Fig. 1: clock wires, drivers and flops
Drawn at 4 px/µm.
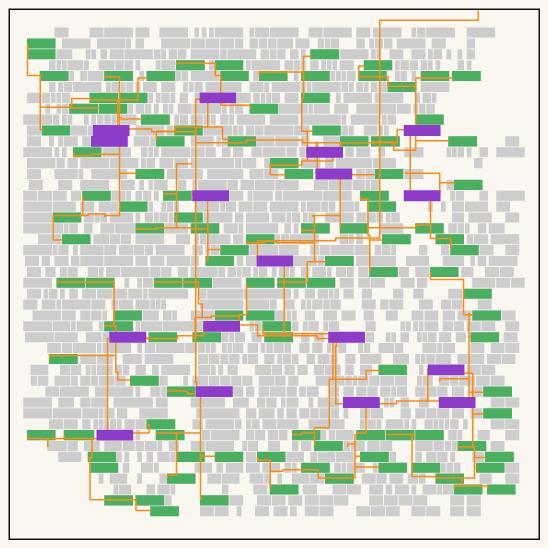
Fig. 2: placed cells, one color a class
Drawn at 3 px/µm. Fill, decap, tap and diode cells in gray.
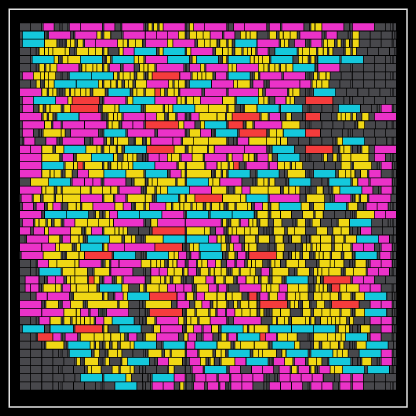
Fig. 3: metal 2
Drawn at 4 px/µm.
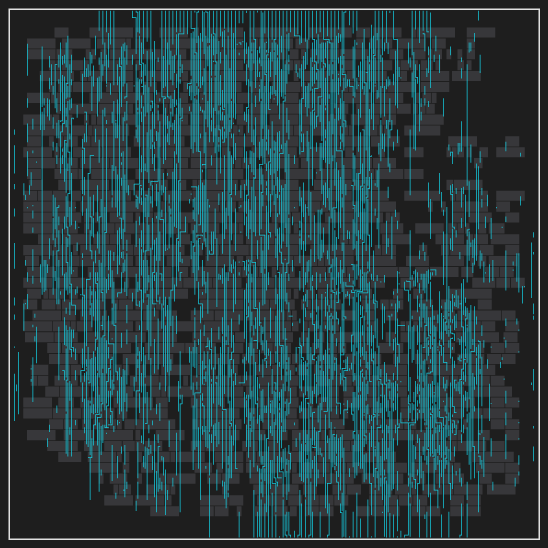
Fig. 4: clock routing
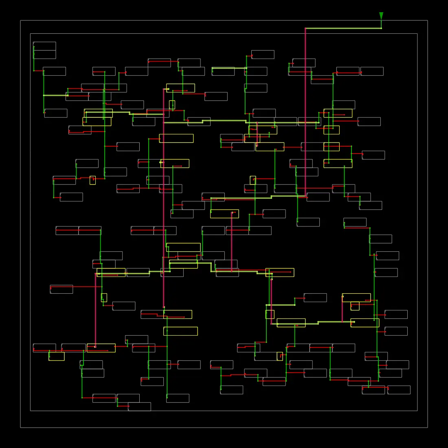
Fig. 5: port wiring
Drawn at 3 px/µm.
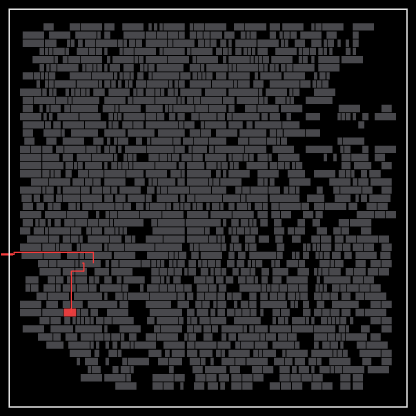
<file path="src/rtl/load_store_unit_if.sv">
// load_store_unit_if -- word-wide memory bus between the load/store unit
// and the data memory.
//
// Signals:
//   mem_req_o    request valid (driven by the LSU)
//   mem_we_o     write enable (driven by the LSU)
//   mem_addr_o   word-aligned byte address, bits [1:0] always 0 (driven by the LSU)
//   mem_wdata_o  store data already replicated into the byte lanes (driven by the LSU)
//   mem_be_o     byte enables, one per byte lane (driven by the LSU)
//   mem_ready_i  completion strobe; qualifies mem_rdata_i (driven by the memory)
//   mem_rdata_i  read word (driven by the memory)
//
// Modports:
//   master  the load/store unit side
//   slave   the memory side
interface load_store_unit_if #(
  parameter int WIDTH = 32
);
  logic             mem_req_o;
  logic             mem_we_o;
  logic [WIDTH-1:0] mem_addr_o;
  logic [WIDTH-1:0] mem_wdata_o;
  logic [3:0]       mem_be_o;
  logic             mem_ready_i;
  logic [WIDTH-1:0] mem_rdata_i;

  modport master (
    output mem_req_o,
    output mem_we_o,
    output mem_addr_o,
    output mem_wdata_o,
    output mem_be_o,
    input  mem_ready_i,
    input  mem_rdata_i
  );

  modport slave (
    input  mem_req_o,
    input  mem_we_o,
    input  mem_addr_o,
    input  mem_wdata_o,
    input  mem_be_o,
    output mem_ready_i,
    output mem_rdata_i
  );
endinterface

</file>
<file path="src/rtl/load_store_unit.sv">
// load_store_unit -- RV32-style load/store unit sitting between the core
// and a word-wide data memory with a ready handshake.
//
// The core raises read_enable_i or write_enable_i and is stalled through
// busy_o until the access finishes. A zero-wait access takes two cycles
// (IDLE, DONE); each memory wait cycle adds one cycle in WAIT. A WAIT that
// lasts TIMEOUT_CYCLES cycles is abandoned with a one-cycle bus_err_o pulse
// and the load result is cleared to 0.
//
// Parameters:
//   WIDTH           data/address width (only 32 is supported)
//   TIMEOUT_CYCLES  WAIT cycles before a bus error, 1..255
//
// Ports:
//   clk_i           clock, rising edge
//   rst_i           synchronous active-high reset
//   read_enable_i   load request
//   write_enable_i  store request (wins when both requests are high)
//   funct3_i        access size/sign: 000 B, 001 H, 010 W, 100 BU, 101 HU; others act as W
//   addr_i          byte address
//   write_data_i    right-aligned store data
//   read_data_o     formatted load data, held until the next load completes
//   busy_o          stall request to the core
//   bus_err_o       one-cycle error pulse
//   mem             memory bus (load_store_unit_if.master)
//
// Build option:
//   LSU_MISALIGN_TRAP_EN  when defined, a misaligned H or W access issues no
//                         memory request and pulses bus_err_o; when undefined
//                         the offending low address bits are ignored.
module load_store_unit #(
  parameter int WIDTH          = 32,
  parameter int TIMEOUT_CYCLES = 255
) (
  input  logic               clk_i,
  input  logic               rst_i,
  input  logic               read_enable_i,
  input  logic               write_enable_i,
  input  logic [2:0]         funct3_i,
  input  logic [WIDTH-1:0]   addr_i,
  input  logic [WIDTH-1:0]   write_data_i,
  output logic [WIDTH-1:0]   read_data_o,
  output logic               busy_o,
  output logic               bus_err_o,
  load_store_unit_if.master  mem
);

  typedef enum logic [1:0] {IDLE, WAIT, DONE} state_t;
  typedef enum logic [1:0] {SZ_B, SZ_H, SZ_W} size_t;

  localparam logic [7:0] CNT_LAST = 8'(TIMEOUT_CYCLES - 1);

  state_t state, state_next;

  logic [7:0]       wait_cnt;
  logic             req_we_q;
  logic [WIDTH-1:0] req_addr_q;
  logic [WIDTH-1:0] req_wdata_q;
  logic [3:0]       req_be_q;
  logic [2:0]       req_funct3_q;
  logic [1:0]       req_off_q;

  logic             access;
  size_t            size_in;
  logic [1:0]       off_in;
  logic [3:0]       be_in;
  logic [WIDTH-1:0] wdata_in;
  logic             trap_cond;

  logic             take_req;
  logic             capture_load;
  logic             timeout;
  logic             trap;
  logic [WIDTH-1:0] load_value;

  // Picks the addressed lane out of the memory word and sign- or
  // zero-extends it; anything that is not a B/H variant is a full word.
  function automatic logic [WIDTH-1:0] format_load(input logic [WIDTH-1:0] word,
                                                   input logic [2:0] f3,
                                                   input logic [1:0] off);
    logic [7:0]  b;
    logic [15:0] h;
    b = word[{off, 3'b000} +: 8];
    h = off[1] ? word[31:16] : word[15:0];
    case (f3)
      3'b000:  format_load = {{24{b[7]}}, b};
      3'b100:  format_load = {24'b0, b};
      3'b001:  format_load = {{16{h[15]}}, h};
      3'b101:  format_load = {16'b0, h};
      default: format_load = word;
    endcase
  endfunction

  assign access = read_enable_i | write_enable_i;

  // Decode the incoming request into lane offset, byte enables and
  // lane-replicated store data. The offset already discards the address
  // bits that a halfword or word access cannot use.
  always_comb begin
    size_in  = SZ_W;
    off_in   = 2'b00;
    be_in    = 4'b1111;
    wdata_in = write_data_i;
    case (funct3_i)
      3'b000, 3'b100: size_in = SZ_B;
      3'b001, 3'b101: size_in = SZ_H;
      default:        size_in = SZ_W;
    endcase
    case (size_in)
      SZ_B: begin
        off_in   = addr_i[1:0];
        be_in    = 4'b0001 << addr_i[1:0];
        wdata_in = {4{write_data_i[7:0]}};
      end
      SZ_H: begin
        off_in   = {addr_i[1], 1'b0};
        be_in    = 4'b0011 << {addr_i[1], 1'b0};
        wdata_in = {2{write_data_i[15:0]}};
      end
      default: begin
        off_in   = 2'b00;
        be_in    = 4'b1111;
        wdata_in = write_data_i;
      end
    endcase
  end

`ifdef LSU_MISALIGN_TRAP_EN
  assign trap_cond = ((size_in == SZ_H) && addr_i[0]) ||
                     ((size_in == SZ_W) && (addr_i[1:0] != 2'b00));
`else
  assign trap_cond = 1'b0;
`endif

  // Next state and bus outputs. In IDLE the bus mirrors the core inputs so
  // a zero-wait memory can answer in the same cycle; in WAIT and DONE it is
  // driven from the captured request so the core may change its inputs.
  always_comb begin
    state_next      = state;
    busy_o          = 1'b0;
    mem.mem_req_o   = 1'b0;
    mem.mem_we_o    = req_we_q;
    mem.mem_addr_o  = req_addr_q;
    mem.mem_be_o    = req_be_q;
    mem.mem_wdata_o = req_wdata_q;
    take_req        = 1'b0;
    capture_load    = 1'b0;
    timeout         = 1'b0;
    trap            = 1'b0;
    load_value      = format_load(mem.mem_rdata_i, req_funct3_q, req_off_q);

    case (state)
      IDLE: begin
        mem.mem_we_o    = write_enable_i;
        mem.mem_addr_o  = {addr_i[WIDTH-1:2], 2'b00};
        mem.mem_be_o    = be_in;
        mem.mem_wdata_o = wdata_in;
        if (access) begin
          busy_o = 1'b1;
          if (trap_cond) begin
            trap       = 1'b1;
            state_next = DONE;
          end else begin
            mem.mem_req_o = 1'b1;
            take_req      = 1'b1;
            if (mem.mem_ready_i) begin
              state_next   = DONE;
              capture_load = ~write_enable_i;
              load_value   = format_load(mem.mem_rdata_i, funct3_i, off_in);
            end else begin
              state_next = WAIT;
            end
          end
        end
      end
      WAIT: begin
        busy_o        = 1'b1;
        mem.mem_req_o = 1'b1;
        if (mem.mem_ready_i) begin
          state_next   = DONE;
          capture_load = ~req_we_q;
        end else if (wait_cnt == CNT_LAST) begin
          state_next = DONE;
          timeout    = 1'b1;
        end
      end
      DONE: begin
        state_next = IDLE;
      end
      default: begin
        state_next = IDLE;
      end
    endcase

    if (rst_i) begin
      busy_o        = 1'b0;
      mem.mem_req_o = 1'b0;
    end
  end

  // State, wait counter, captured request and load result. The counter is
  // cleared on the IDLE->WAIT step and counts every WAIT cycle after that.
  always_ff @(posedge clk_i) begin
    if (rst_i) begin
      state        <= IDLE;
      wait_cnt     <= 8'd0;
      read_data_o  <= '0;
      bus_err_o    <= 1'b0;
      req_we_q     <= 1'b0;
      req_addr_q   <= '0;
      req_wdata_q  <= '0;
      req_be_q     <= 4'b0000;
      req_funct3_q <= 3'b000;
      req_off_q    <= 2'b00;
    end else begin
      state     <= state_next;
      bus_err_o <= timeout | trap;

      if (state == WAIT) begin
        wait_cnt <= wait_cnt + 8'd1;
      end else begin
        wait_cnt <= 8'd0;
      end

      if (take_req) begin
        req_we_q     <= write_enable_i;
        req_addr_q   <= {addr_i[WIDTH-1:2], 2'b00};
        req_wdata_q  <= wdata_in;
        req_be_q     <= be_in;
        req_funct3_q <= funct3_i;
        req_off_q    <= off_in;
      end

      if (capture_load) begin
        read_data_o <= load_value;
      end else if (timeout) begin
        read_data_o <= '0;
      end
    end
  end

endmodule

</file>
<file path="src/flat_wrapper.sv">
// flat-port wrapper written by rule: the top's interface ports become plain ports
module load_store_unit_flat 
#(
  parameter int WIDTH          = 32,
  parameter int TIMEOUT_CYCLES = 255
)
  (clk_i, rst_i, read_enable_i, write_enable_i, funct3_i, addr_i, write_data_i, read_data_o, busy_o, bus_err_o, mem_mem_req_o, mem_mem_we_o, mem_mem_addr_o, mem_mem_wdata_o, mem_mem_be_o, mem_mem_ready_i, mem_mem_rdata_i);
  load_store_unit_if #(.WIDTH(WIDTH)) mem_i ();
  input  logic clk_i;
  input  logic rst_i;
  input  logic read_enable_i;
  input  logic write_enable_i;
  input  logic [2:0] funct3_i;
  input  logic [WIDTH-1:0] addr_i;
  input  logic [WIDTH-1:0] write_data_i;
  output logic [WIDTH-1:0] read_data_o;
  output logic busy_o;
  output logic bus_err_o;
  output wire logic [$bits(mem_i.mem_req_o)-1:0] mem_mem_req_o;
  output wire logic [$bits(mem_i.mem_we_o)-1:0] mem_mem_we_o;
  output wire logic [$bits(mem_i.mem_addr_o)-1:0] mem_mem_addr_o;
  output wire logic [$bits(mem_i.mem_wdata_o)-1:0] mem_mem_wdata_o;
  output wire logic [$bits(mem_i.mem_be_o)-1:0] mem_mem_be_o;
  input wire logic [$bits(mem_i.mem_ready_i)-1:0] mem_mem_ready_i;
  input wire logic [$bits(mem_i.mem_rdata_i)-1:0] mem_mem_rdata_i;
  assign mem_mem_req_o = mem_i.mem_req_o;
  assign mem_mem_we_o = mem_i.mem_we_o;
  assign mem_mem_addr_o = mem_i.mem_addr_o;
  assign mem_mem_wdata_o = mem_i.mem_wdata_o;
  assign mem_mem_be_o = mem_i.mem_be_o;
  assign mem_i.mem_ready_i = mem_mem_ready_i;
  assign mem_i.mem_rdata_i = mem_mem_rdata_i;
  load_store_unit #(.WIDTH(WIDTH), .TIMEOUT_CYCLES(TIMEOUT_CYCLES)) u_core (.clk_i(clk_i), .rst_i(rst_i), .read_enable_i(read_enable_i), .write_enable_i(write_enable_i), .funct3_i(funct3_i), .addr_i(addr_i), .write_data_i(write_data_i), .read_data_o(read_data_o), .busy_o(busy_o), .bus_err_o(bus_err_o), .mem(mem_i));
endmodule
</file>
<file path="config.mk">
export PLATFORM = sky130hd
export DESIGN_NAME = load_store_unit_flat
export DESIGN_NICKNAME = d
export VERILOG_FILES = /design/src/rtl/load_store_unit_if.sv /design/src/rtl/load_store_unit.sv /design/src/flat_wrapper.sv
export SDC_FILE = /design/constraint.sdc
export NUM_CORES = 1
export LEC_CHECK = 0
export CAP_MARGIN = 25
export CORE_MARGIN = 3
export CORE_UTILIZATION = 40
export CTS_CLUSTER_DIAMETER = 60
export DETAILED_ROUTE_END_ITERATION = 16
export GPL_TIMING_DRIVEN = 1
export MAX_ROUTING_LAYER = met4
export PLACE_DENSITY = 0.72
export SLEW_MARGIN = 20
export SYNTH_ARGS = -nofsm -noshare
export SYNTH_HDL_FRONTEND = slang
export SYNTH_SLANG_ARGS = --single-unit
</file>
<file path="constraint.sdc">
create_clock -name clk_i -period 2 [get_ports clk_i]
set_input_delay 0.3 -clock clk_i [delete_from_list [all_inputs] [get_ports clk_i]]
set_output_delay 0.3 -clock clk_i [all_outputs]
set_load 0.05 [all_outputs]
</file>
==> flow_summary.json <==
{
  "finalSetupViolations": 84,
  "hold_path_startpoint": "rst_i",
  "warnings_synthesis": 0,
  "gp_congestion": 0.889,
  "final_layout_size_suffix_gt1_share_pct": 33.2,
  "crit_fanout": 8,
  "failed_checks": "setup timing",
  "numSynthFlops": 115,
  "critical_path.max_stage_delay_ps": 330,
  "mostFrequentLayoutCell": "sky130_fd_sc_hd__nand2_1",
  "cts.clk_slew.worst_paths_ps": 50,
  "cp.required_ps": 1700,
  "max_freq_mhz": 471,
  "summed_negative_setup_slack_over_all_endpoints_ps": -6070,
  "top_cell_area_share_pct": 36.2,
  "core_area_mm2": 0.0154,
  "finalHoldWorstSlack_ps": 238,
  "die_area_mm2": 0.0175,
  "synth-area-yosys_mm2": 0.00636,
  "grt_pass1_vias": 7153,
  "area.growth.synth_to_final_pct": 83.2,
  "ys_async_sr_fraction_pct": 0,
  "timing.final.crit_share_pct": 106,
  "largest_net_degree_at_the_start_of_global_routing": 73,
  "cts-buffers-inserted": 17,
  "nNetsFinal": 1235,
  "floorplan.initialDensity_pct": 41.4,
  "synth-edff-count": 0,
  "placed_cell_area_mm2": 0.0100,
  "fill_cells": 1002,
  "chipHeight_um": 132,
  "grt_remaining_overflow": 0,
  "globalRouteTotalUtil_pct": 27.2,
  "dp_hpwl_mm": 15.8,
  "fin_crit_ps": 2120,
  "critPathArrivalTime_ps": 1820,
  "die_width_um": 132,
  "first_iter_violations": 773,
  "crit_chain": "buf_6 > or2_4 > clkbuf_16 > buf_16 > nand2_2 > o21ai_4 > buf_12",
  "synthesis.area_per_instance_um2": 7.25,
  "ys_cells": 878,
  "clock_skew_ps": 7.89,
  "warnings": 30,
  "worst_hold_path_type": "input pin to register",
  "crit_family": "buffers and inverters",
  "crit_path_kind": "register to output port",
  "dp_worst_setup_slack_ps": -484,
  "netlist-cell-type-count": 59,
  "drt-pass1-iter-count": 5,
  "area_leaders": "sky130_fd_sc_hd__dfxtp_1 36%, sky130_fd_sc_hd__nand2_1 16%, sky130_fd_sc_hd__a21oi_1 5.9%",
  "worst-path-buf-inv": 4,
  "synth.largest_area_cell": "sky130_fd_sc_hd__dfxtp_1",
  "post-route-worst-setup-slack_ps": -124,
  "clockRootBuffer": "sky130_fd_sc_hd__clkbuf_16",
  "ctsHtreeMaxLevel": 4,
  "dominantRegCellSynth": "sky130_fd_sc_hd__dfxtp_1",
  "max-vdd-ir-drop_mv": 0.691,
  "number_of_antenna_violations_at_the_first_check_in_global_routing": 0,
  "post-layout-total-power_mw": 9.32,
  "cp-end-kind": "output port",
  "power_leakage_nw": 4.83,
  "setup.worst_path.start_class": "register",
  "final-max-slew-violation-count": 0,
  "final_hold_viol_count": 0,
  "drt-wirelength-per-cell_um": 19.3,
  "core.rowCount": 45,
  "final_antenna_diode_count": 0,
  "grt_first_pass_wirelength_mm": 37.4,
  "tritoncts": "yes",
  "instances_no_fill": 1352,
  "worst_r2r_startpoint": "u_core.state[0]",
  "dp_cells": 1302,
  "tightestPinTransition_ps": 857,
  "drc_errors": 0,
  "max_cap_viol_count": 0,
  "final_antenna_net_count": 0,
  "mostFrequentLayoutCells": "167 x sky130_fd_sc_hd__nand2_1, 131 x sky130_fd_sc_hd__clkdlybuf4s50_1, 114 x sky130_fd_sc_hd__dfxtp_1",
  "worst_path_max_delay_cell": "sky130_fd_sc_hd__dfxtp_2",
  "clock_tree_buf_depth": 2,
  "worst_setup_path_startpoint": "u_core.state[0]",
  "slew_headroom_pct": 42.8,
  "synth_cells": 878,
  "outcome": "complete, but fails checks",
  "detail_route.vias_per_cell": 5.66,
  "ys_seq_share_pct": 36.2,
  "rsz0062_at_grt": "true",
  "pwr_density_cell_mw_per_mm2": 799,
  "mappedNetlistArea_mm2": 0.00636
}
## Picture notes: Fig. 1
orange -> clock wires  # length 1,620 µm
purple -> cells driving clock nets  # count 17
green -> flip-flops  # count 115
flops lie = all over the die

## Picture notes: Fig. 2
magenta -> other buffers and delay cells  # cells 303, share of their area 34%
red -> clock drivers and dummy loads  # cells 31, share of their area 5.4%
yellow -> all other logic  # cells 692, share of their area 40%
cyan -> flip-flops  # cells 115, share of their area 20%
final core utilization: 75.8%
summed area of non-filler cells in the final layout: 0.0117 mm²

## Picture notes: Fig. 3
nets with wire on the layer = 1,082
longest straight run = 45.6 µm
met2 Resource Use GR: 42.3%
total detailed-routing wirelength: 26.1 mm
detailed-route via count: 7,656

## Picture notes: Fig. 4
total number of clock tree sinks: 115
clock latency reported for the late side of the worst-skew pair: 420 ps

## Picture notes: Fig. 5
red -> `mem_mem_we_o`  # bits 1, direction output, edge left, end cells 1, buffers 1, wire 53.0 µm
I/O pin total: 208
count of input and output buffers: 205

==> timing repair <==
item	CTS	global route
endpoints found under the setup margin	83	99
gates resized	95	93
gates cloned	5	10
buffers inserted	2	3
pin swaps	9	35
hold buffers	0	0
==> area by class of cell <==
| type | count | area [µm²] | area share (%) |
|---|---|---|---|
| clock inverter | 10 | 130 | 1.12 |
| tap | 211 | 264 | 2.26 |
| timing repair buffer | 303 | 3910 | 33.5 |
| multi-input combinational | 670 | 4490 | 38.5 |
| inverter | 22 | 86.3 | 0.741 |
| sequential | 115 | 2300 | 19.8 |
| clock buffer | 21 | 480 | 4.12 |
==> kinds of logic after synthesis <==
group,share of synthesized area [%]
adders and majority gates,0.393
and+or+nand+nor,24.6
buffers and inverters,5.98
DFF,36.2
other,0.0589
muxes,5.35
xor gates and xnor gates,0.826
AOI/OAI and AO/OA,26.6
==> synthesized netlist by cell type, drive strengths merged (5+ instances only) <==
| cell type | number |
|---|---|
| nand2 | 266 |
| dfxtp | 115 |
| a21oi | 75 |
| nor2 | 64 |
| clkbuf | 58 |
| o21ai | 44 |
| o211ai | 37 |
| mux2i | 25 |
| inv | 21 |
| a211oi | 20 |
| buf | 14 |
| nor2b | 14 |
| a22o | 11 |
| nand2b | 11 |
| a22oi | 10 |
| a32o | 9 |
| mux2 | 8 |
| a221o | 7 |
| o221ai | 6 |
| o22ai | 6 |
| nand3 | 5 |
==> worst paths after layout <==
| path | end | cells after the start | slack (ps) |
|---|---|---|---|
| worst min-delay path | u_core.bus_err_o | 2 | 240 |
| worst min register to register | u_core.req_addr_q[10] | 2 | 460 |
| worst max-delay path | mem_mem_wdata_o[16] | 7 | -120 |
| worst max register to register | u_core.read_data_o[17] | 8 | -70 |
==> routing by layer <==
| layer | up-vias | global-route usage, % | routed length [µm] |
|---|---|---|---|
| met5 | - | - | 0 |
| met4 | 0 | 10.3 | 899 |
| met3 | 80 | 6.72 | 2000 |
| met2 | 383 | 42.3 | 12600 |
| met1 | 3640 | 34.2 | 10700 |
| li1 | 3553 | - | - |
==> where the power goes <==
group,switching (mW),internal [mW]
sequential,0.124,2.46
clock,1.09,2.07
combinational,1.97,1.60
==> state kept, by name (all words and copies together) (netlist names) <==
| signal | flops |
|---|---|
| u_core.req_addr_q | 30 |
| u_core.req_we_q | 1 |
| u_core.req_funct3_q | 3 |
| u_core.state | 2 |
| u_core.req_be_q | 4 |
| u_core.wait_cnt | 8 |
| u_core.read_data_o | 32 |
| u_core.req_off_q | 2 |
| u_core.req_wdata_q | 32 |
| u_core.bus_err_o | 1 |
No activity file was given, so power comes from the tool's default toggle rates.
